Figure 1. The metal 1 layer (run 1).
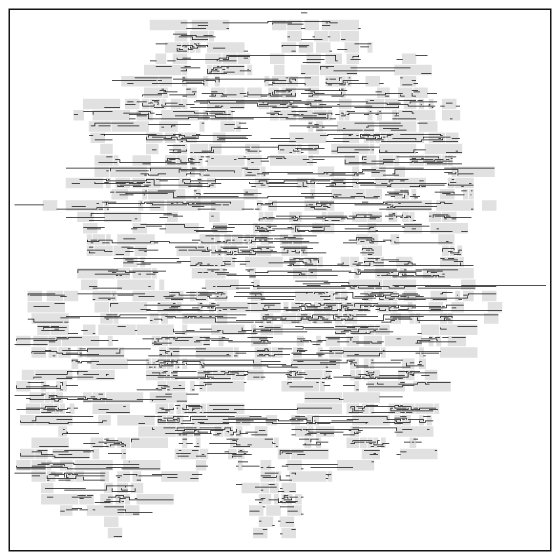
Figure 2. The metal 2 layer (run 1).
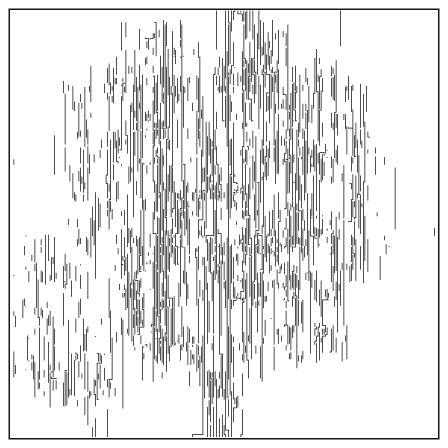
Figure 3. Met4 routing (run 1).
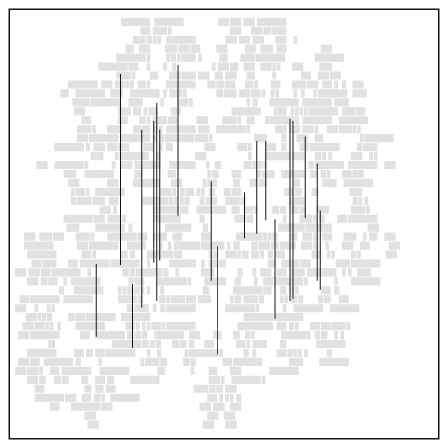
File: src/rtl/hazard_pkg.sv
// Shared constants, hazard cause encoding and counter sizing for the
// decode-stage hazard scoreboard.
package hazard_pkg;

   localparam logic [5:0] OP_J   = 6'b000010;
   localparam logic [5:0] OP_BEQ = 6'b000100;
   localparam logic [5:0] OP_BNE = 6'b000101;

   typedef enum logic [1:0] {
      CAUSE_NONE   = 2'd0,
      CAUSE_EX_RAW = 2'd1,
      CAUSE_BR_RAW = 2'd2
   } cause_e;

   // Width needed to hold the longest producer latency (at least one bit).
   function automatic int unsigned cnt_width(input int unsigned alu_lat,
                                             input int unsigned load_lat);
      int unsigned max_lat;
      max_lat = (alu_lat > load_lat) ? alu_lat : load_lat;
      return (max_lat < 2) ? 1 : $clog2(max_lat + 1);
   endfunction

endpackage

File: src/rtl/hazard_sb_entry.sv
// One register's pending-result countdown: a load restarts it, otherwise it
// counts down to zero and stays there.
module hazard_sb_entry #(
   parameter int unsigned CW = 2
) (
   input  logic          clk,
   input  logic          rst_n,
   input  logic          load_en,
   input  logic [CW-1:0] load_val,
   output logic [CW-1:0] cnt
);

   // A reload takes priority over the decrement.
   always_ff @(posedge clk or negedge rst_n) begin
      if (!rst_n) begin
         cnt <= '0;
      end else if (load_en) begin
         cnt <= load_val;
      end else if (cnt != '0) begin
         cnt <= cnt - CW'(1);
      end
   end

endmodule

File: src/rtl/hazard_scoreboard_unit.sv
// Decode-stage hazard detector built on a per-register countdown scoreboard;
// drives stall, ID/EX bubble and IF/ID flush and counts stalled cycles.
module hazard_scoreboard_unit
   import hazard_pkg::*;
#(
   parameter int unsigned NUM_REGS = 32,
   parameter int unsigned REG_AW   = 5,
   parameter int unsigned ALU_LAT  = 1,
   parameter int unsigned LOAD_LAT = 2,
   parameter int unsigned EX_SLACK = 1,
   parameter int unsigned CNT_W    = 16
) (
   input  logic              clk,
   input  logic              rst_n,
   input  logic              id_valid,
   input  logic [5:0]        id_op,
   input  logic [REG_AW-1:0] id_rs,
   input  logic [REG_AW-1:0] id_rt,
   input  logic              id_uses_rs,
   input  logic              id_uses_rt,
   input  logic              id_wr,
   input  logic [REG_AW-1:0] id_dst,
   input  logic              id_is_load,
   input  logic              id_branch_taken,
   output logic              stall,
   output logic              flush_idex,
   output logic              flush_ifid,
   output logic [1:0]        hazard_cause,
   output logic [CNT_W-1:0]  stall_cycles
);

   localparam int unsigned CW = cnt_width(ALU_LAT, LOAD_LAT);

   logic [CW-1:0] cnt [NUM_REGS];
   logic [CW-1:0] issue_lat;
   logic [CW-1:0] rs_cnt;
   logic [CW-1:0] rt_cnt;
   logic          is_branch;
   logic          rs_ok;
   logic          rt_ok;
   logic          issue;

   assign cnt[0]    = '0;
   assign issue_lat = id_is_load ? CW'(LOAD_LAT) : CW'(ALU_LAT);
   assign issue     = id_valid && !stall && id_wr && (id_dst != '0);

   for (genvar r = 1; r < NUM_REGS; r++) begin : g_entry
      hazard_sb_entry #(.CW(CW)) u_entry (
         .clk      (clk),
         .rst_n    (rst_n),
         .load_en  (issue && (id_dst == REG_AW'(r))),
         .load_val (issue_lat),
         .cnt      (cnt[r])
      );
   end

   // Branches compare in ID and need the value now; EX consumers can forward.
   always_comb begin
      is_branch    = (id_op == OP_BEQ) || (id_op == OP_BNE);
      rs_cnt       = cnt[id_rs];
      rt_cnt       = cnt[id_rt];
      rs_ok        = 1'b1;
      rt_ok        = 1'b1;
      stall        = 1'b0;
      flush_idex   = 1'b0;
      flush_ifid   = 1'b0;
      hazard_cause = CAUSE_NONE;

      if (id_uses_rs && (id_rs != '0)) begin
         rs_ok = is_branch ? (rs_cnt == '0) : (32'(rs_cnt) <= EX_SLACK);
      end
      if (id_uses_rt && (id_rt != '0)) begin
         rt_ok = is_branch ? (rt_cnt == '0) : (32'(rt_cnt) <= EX_SLACK);
      end

      // Outputs are forced quiet while reset is held, whatever the inputs do.
      if (rst_n && id_valid) begin
         if (!(rs_ok && rt_ok)) begin
            stall        = 1'b1;
            flush_idex   = 1'b1;
            hazard_cause = is_branch ? CAUSE_BR_RAW : CAUSE_EX_RAW;
         end else if ((is_branch && id_branch_taken) || (id_op == OP_J)) begin
            flush_ifid = 1'b1;
         end
      end
   end

   // Saturating count of stalled cycles.
   always_ff @(posedge clk or negedge rst_n) begin
      if (!rst_n) begin
         stall_cycles <= '0;
      end else if (stall && (stall_cycles != '1)) begin
         stall_cycles <= stall_cycles + CNT_W'(1);
      end
   end

endmodule

File: config.mk
export PLATFORM = sky130hd
export DESIGN_NAME = hazard_scoreboard_unit
export DESIGN_NICKNAME = d
export VERILOG_FILES = /design/src/rtl/hazard_pkg.sv /design/src/rtl/hazard_sb_entry.sv /design/src/rtl/hazard_scoreboard_unit.sv
export SDC_FILE = /design/constraint.sdc
export NUM_CORES = 1
export LEC_CHECK = 0
export CAP_MARGIN = 20
export CORE_UTILIZATION = 35
export DETAILED_ROUTE_END_ITERATION = 8
export HOLD_SLACK_MARGIN = 0.02
export SETUP_SLACK_MARGIN = 0.05
export SKIP_LAST_GASP = 1
export SLEW_MARGIN = 30
export SYNTH_ARGS = -nofsm -noshare
export SYNTH_HDL_FRONTEND = slang
export SYNTH_SLANG_ARGS = --single-unit
File: constraint.sdc
create_clock -name clk -period 7.5 [get_ports clk]
set_clock_uncertainty 0.2 [all_clocks]
set_input_delay 1.5 -clock clk [delete_from_list [all_inputs] [get_ports clk]]
set_output_delay 1.5 -clock clk [all_outputs]
set_load 0.02 [all_outputs]
==> impl_metrics.toml, run 1 <==
# implementation run metrics
[run_status]
status = "finished, final reports clean"

[logic_synthesis]
area_leaders = "dfrtp_1 (34%), mux2i_1 (7.5%), ha_1 (7.0%)"
edf_count = 0
synthCells = 610
synth.top_cell.area_share = 0.340
yosys.cell_types.count = 57
yosysTopAreaCell = "dfrtp_1"
synth-simple-area-share = 0.140
synthTopCellsByCount = "dfrtp_1 (78), inv_1 (69), nand2_1 (62)"
yosys.area_share.aoi = 0.120
mux_share = 0.187
syn-num-nets = 671
synth_top_cell_by_count = "dfrtp_1"
mappedNetlistArea_mm2 = 0.00574
ys_ff = 78
synth_stat.cells = 610
ys_seq_frac = 0.340

[cells_and_area]
syn2layout_area_growth_pct = 17.5
largest_reg_flops = 62
finalNonFillerCells = 871
layout-drive-gt1-share = 0.122

[run]
tool_warnings = 26
maxCapViolations = 0

[hold_path]
holdCritStartpoint = "stall_cycles[14]"
hold-path-cell-count = 1

[placement]
dp_slack_ps = 588
dp.cells = 855
portBuffers = 49

[worst_setup_path]
critPathKind = "in2out"
rr_worst_depth = 12
end_kind = "primary output"
reg2reg_from = "g_entry[13].u_entry.cnt[0]"
crit_end = "stall"
r2r_slack_ps = 3440

[global_routing]
grt_pass1_vias = 4895
grt_pass1_wl_um = 25100
grt_use_total = 0.196
grt_max_degree = 62

[floorplanning]
core_mm2 = 0.0159
rows = 46
die_area_mm2 = 0.0169
die_y_um = 130
io_pins = 50

[routing]
drt_wl_total_um = 15700
wl_per_cell_um = 18.0
drt-vias-per-instance = 5.54
num_vias = 4825
dr.pass1.iters = 5

[power_and_ir_drop]
power_per_cell_area_mw_per_mm2 = 367
p_leak_uw = 0.00296

[timing]
slew_violations = 0
finalCritPeriodShare = 0.918
fmax_ghz = 0.145

[clock_tree]
cts_buffers = 9
cts_num_sinks = 78
tritoncts = "built"
cts-resized-gates = 0
cts.path.max_buffers = 2
cts_setup_buffers = 0
Back to the opening pictures, Figure 1:
nets with wire on the layer: 659
main direction: horizontal

Back to the opening pictures, Figure 2:
share of all routed wire: 49%
longest straight run: 67.5 um
wire length on this layer: 7700 um

Back to the opening pictures, Figure 3:
share of all routed wire: 4.4%
nets with wire on the layer: 15
main direction: vertical

run 1: cell usage in the layout (no fill, tap or decap), drive strengths merged, types with 5 or more instances in the layout:
| cell | netlist | routed |
|---|---|---|
| o22ai | 25 | 25 |
| xnor2 | 10 | 10 |
| nand2 | 63 | 63 |
| a21oi | 28 | 28 |
| mux2 | 27 | 27 |
| nor2b | 6 | 6 |
| inv | 70 | 72 |
| clkdlybuf4s50 | 0 | 48 |
| mux2i | 43 | 43 |
| nand3 | 5 | 5 |
| dfrtp | 78 | 78 |
| o22a | 5 | 5 |
| a211oi | 5 | 5 |
| clkbuf | 15 | 10 |
| nor2 | 38 | 38 |
| and3 | 5 | 5 |
| buf | 17 | 13 |
| nand2b | 6 | 6 |
| nand4 | 6 | 6 |
| o21ai | 19 | 19 |
| xor2 | 36 | 36 |
| nor3b | 8 | 8 |
| ha | 32 | 32 |
| mux4 | 15 | 15 |
run 1: report_power, final:
group	switching (uW)	total [uW]	internal, uW	leakage, uW
registers	233	859	626	0.000945
logic	563	1170	609	0.00188
clock network	184	444	260	0.000136
run 1: layer usage:
metal  wire, um  GRT usage  vias to the layer above
li1           -          -                     2231
met1       6550      0.234                     2403
met2       7700      0.331                      150
met3        728     0.0353                       41
met4        690      0.116                        0
met5          0          0                        -
run 1: worst max-delay path, cell delays in order:
cell	delay (ps)
clkdlybuf4s50_1	780
mux4_2	500
nor2_1	40
o41ai_1	360
a311oi_1	90
or3_1	460
nand2_2	110
buf_4	250
nand3_2	150
inv_2	250
clkdlybuf4s50_1	660
run 1: area by class of cell:
class | instances | area (um^2)
inverter | 70 | 263
fill | 1573 | 9200
tap | 216 | 270
sequential | 78 | 1950
clock buffer | 10 | 229
clock inverter | 6 | 70.1
multi-input combinational | 430 | 3390
timing repair buffer | 61 | 578
==> run 1 -> run 2 <==
==> constraint.sdc (replaced) <==
create_clock -name clk -period 7.2 [get_ports clk]
set_clock_uncertainty 0.2 [all_clocks]
set_input_delay 1.44 -clock clk [delete_from_list [all_inputs] [get_ports clk]]
set_output_delay 1.44 -clock clk [all_outputs]
set_load 0.02 [all_outputs]
Figure 4. The metal 1 layer (run 2).
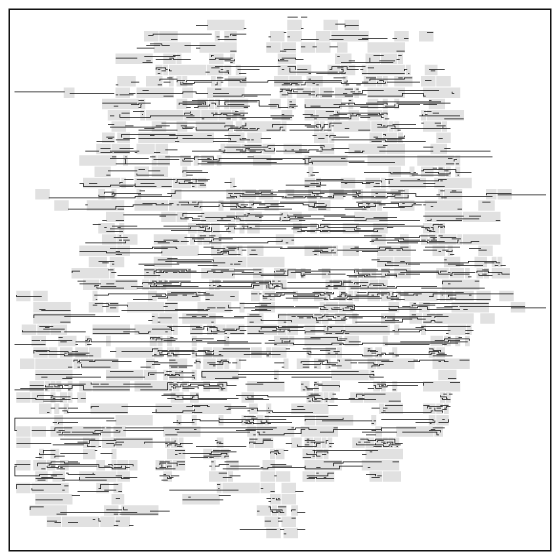
nets with wire on the layer: 658
wire length on this layer: 6700 um
via count: 4651
met1 Track Usage GR: 0.246
routed wire length: 15700 um

Figure 5. Met4 routing (run 2).
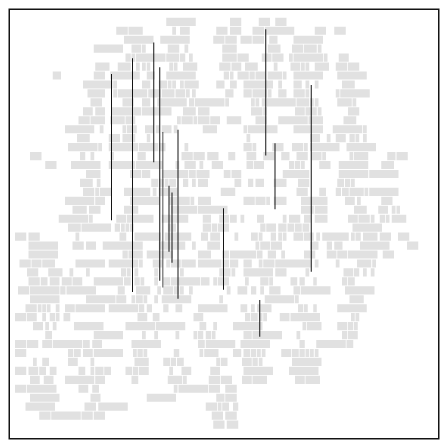
share of all routed wire: 3.2%
nets with wire on the layer: 9
main direction: vertical
longest straight run: 70.7 um
wire length on this layer: 504 um

==> impl_metrics.toml, run 2 <==
# implementation run metrics
[routing]
drt-vias-per-instance = 5.35
dr.pass1.iters = 4

[floorplanning]
rows = 46
io_pins = 50
die_area_mm2 = 0.0169
die_y_um = 130
nWellTaps = 216
core_mm2 = 0.0159

[clock_tree]
cts_num_sinks = 78
cts_buffers = 9
cts-resized-gates = 0
cts_setup_buffers = 0
tritoncts = "built"
cts.path.max_buffers = 2

[placement]
portBuffers = 49
dp.cells = 854

[power_and_ir_drop]
seqPwrFrac = 0.351
net-switching-power_uw = 1020
cell_internal_pwr_uw = 1560
power_per_cell_area_mw_per_mm2 = 381
combinationalPowerShare = 0.469
pwr-share-clk = 0.180
p_leak_uw = 0.00296

[cells_and_area]
fillCellCount = 1580
seq_area_mm2 = 0.00195
n_all_inverters = 70
num-clock-buffers = 10
layout_top_cell = "dfrtp_1"
seq_cell_count = 78
final-comb-area_mm2 = 0.00339
buffers = 60
largest_reg_flops = 62
comb_cells = 430
seqAreaFraction = 0.289
comb_share = 0.503
clk_share = 0.0443
biggestCellCategory = "combinational gates"
final-nonclk-buf-share = 0.0846
syn2layout_area_growth_pct = 17.5

[global_routing]
grt_pass1_wl_um = 25300
grt_max_degree = 61
grt_use_total = 0.200
grt_pass1_vias = 4795

[worst_setup_path]
end_kind = "primary output"
r2r_slack_ps = 3290
crit_top_cell = "clkdlybuf4s50_1"
cp_slowest_cell = "clkdlybuf4s50_1"
critPathBufInv = 3
crit_family = "simple AND/OR/NAND/NOR gates"
worstPathCellList = "clkdlybuf4s50_1, buf_4, mux4_2, or4b_1, o21ai_0, nor4_1, nor4_2, nand2_2, nor4b_1, clkdlybuf4s50_1"
max_stage_delay_ps = 660

[run]
tool_warnings = 26
maxCapViolations = 0

[logic_synthesis]
synth.top_cell.area_share = 0.340
ys_seq_frac = 0.340
mappedNetlistArea_mm2 = 0.00574
yosysTopAreaCell = "dfrtp_1"
synth_top_cell_by_count = "dfrtp_1"
syn-num-nets = 671
edf_count = 0
synth_stat.cells = 610
synthTopCellsByCount = "dfrtp_1 (78), inv_1 (69), nand2_1 (62)"

[hold_path]
holdCritStartpoint = "stall_cycles[14]"
hold-path-cell-count = 1

[run_status]
status = "finished, final reports clean"

[timing]
fmax_ghz = 0.152
-- run 2: netlist changes by cell type in the layout (fill, tap and decap cells not counted), sizes merged --
cell    change
buf         -1
inv         -1
clkinv      +1
-- run 2: how the worst max path moves through the flow --
stage | cells after the start | endpoint | slack, ps
2_1_floorplan | 9 | flush_ifid | 1520
3_3_place_gp | 10 | flush_ifid | 770
3_5_place_dp | 10 | flush_ifid | 650
4_1_cts | 10 | flush_ifid | 620
5_1_grt | 10 | flush_ifid | 480
6_report | 10 | flush_ifid | 630
-- run 2: kinds of logic (layout without fill, tap and decap cells) --
logic type                 after synthesis  in the layout  share of synthesized area
AOI/OAI and AO/OA                      107            107                      0.120
xor gates and xnor gates                46             46                     0.0702
adders and majority gates               32             32                     0.0697
buffers and inverters                  102            146                     0.0732
DFF                                     78             78                      0.340
muxes                                   85             85                      0.187
and+or+nand+nor                        160            160                      0.140
-- run 2: power by group through the flow --
stage / sequential, uW / clock (uW) / combinational [uW]
floorplan: 820 / 0 / 949
global route: 931 / 490 / 1370
finish: 902 / 464 / 1210
detailed placement: 910 / 0 / 1220
CTS: 904 / 474 / 1220
global placement: 898 / 0 / 1120
-- run 2: stage by stage --
stage | utilization | area (um^2) | setup slack, ps | hold slack [ps] | total power [uW]
2_1_floorplan | - | 5740 | 1520 | 325 | 1770
3_3_place_gp | 0.404 | 6440 | 767 | 275 | 2010
3_5_place_dp | 0.404 | 6450 | 646 | 280 | 2130
4_1_cts | 0.423 | 6750 | 621 | 295 | 2600
5_1_grt | 0.423 | 6750 | 475 | 333 | 2790
6_report | 0.423 | 6750 | 631 | 294 | 2570
-- run 2: per-layer routing --
layer	vias up	routed length, um	GRT usage
li1	2227	-	-
met1	2299	6700	0.246
met2	97	7900	0.346
met3	28	579	0.0295
met4	0	503	0.0923
met5	-	0	0
Power is estimated from default activity; no workload was simulated.
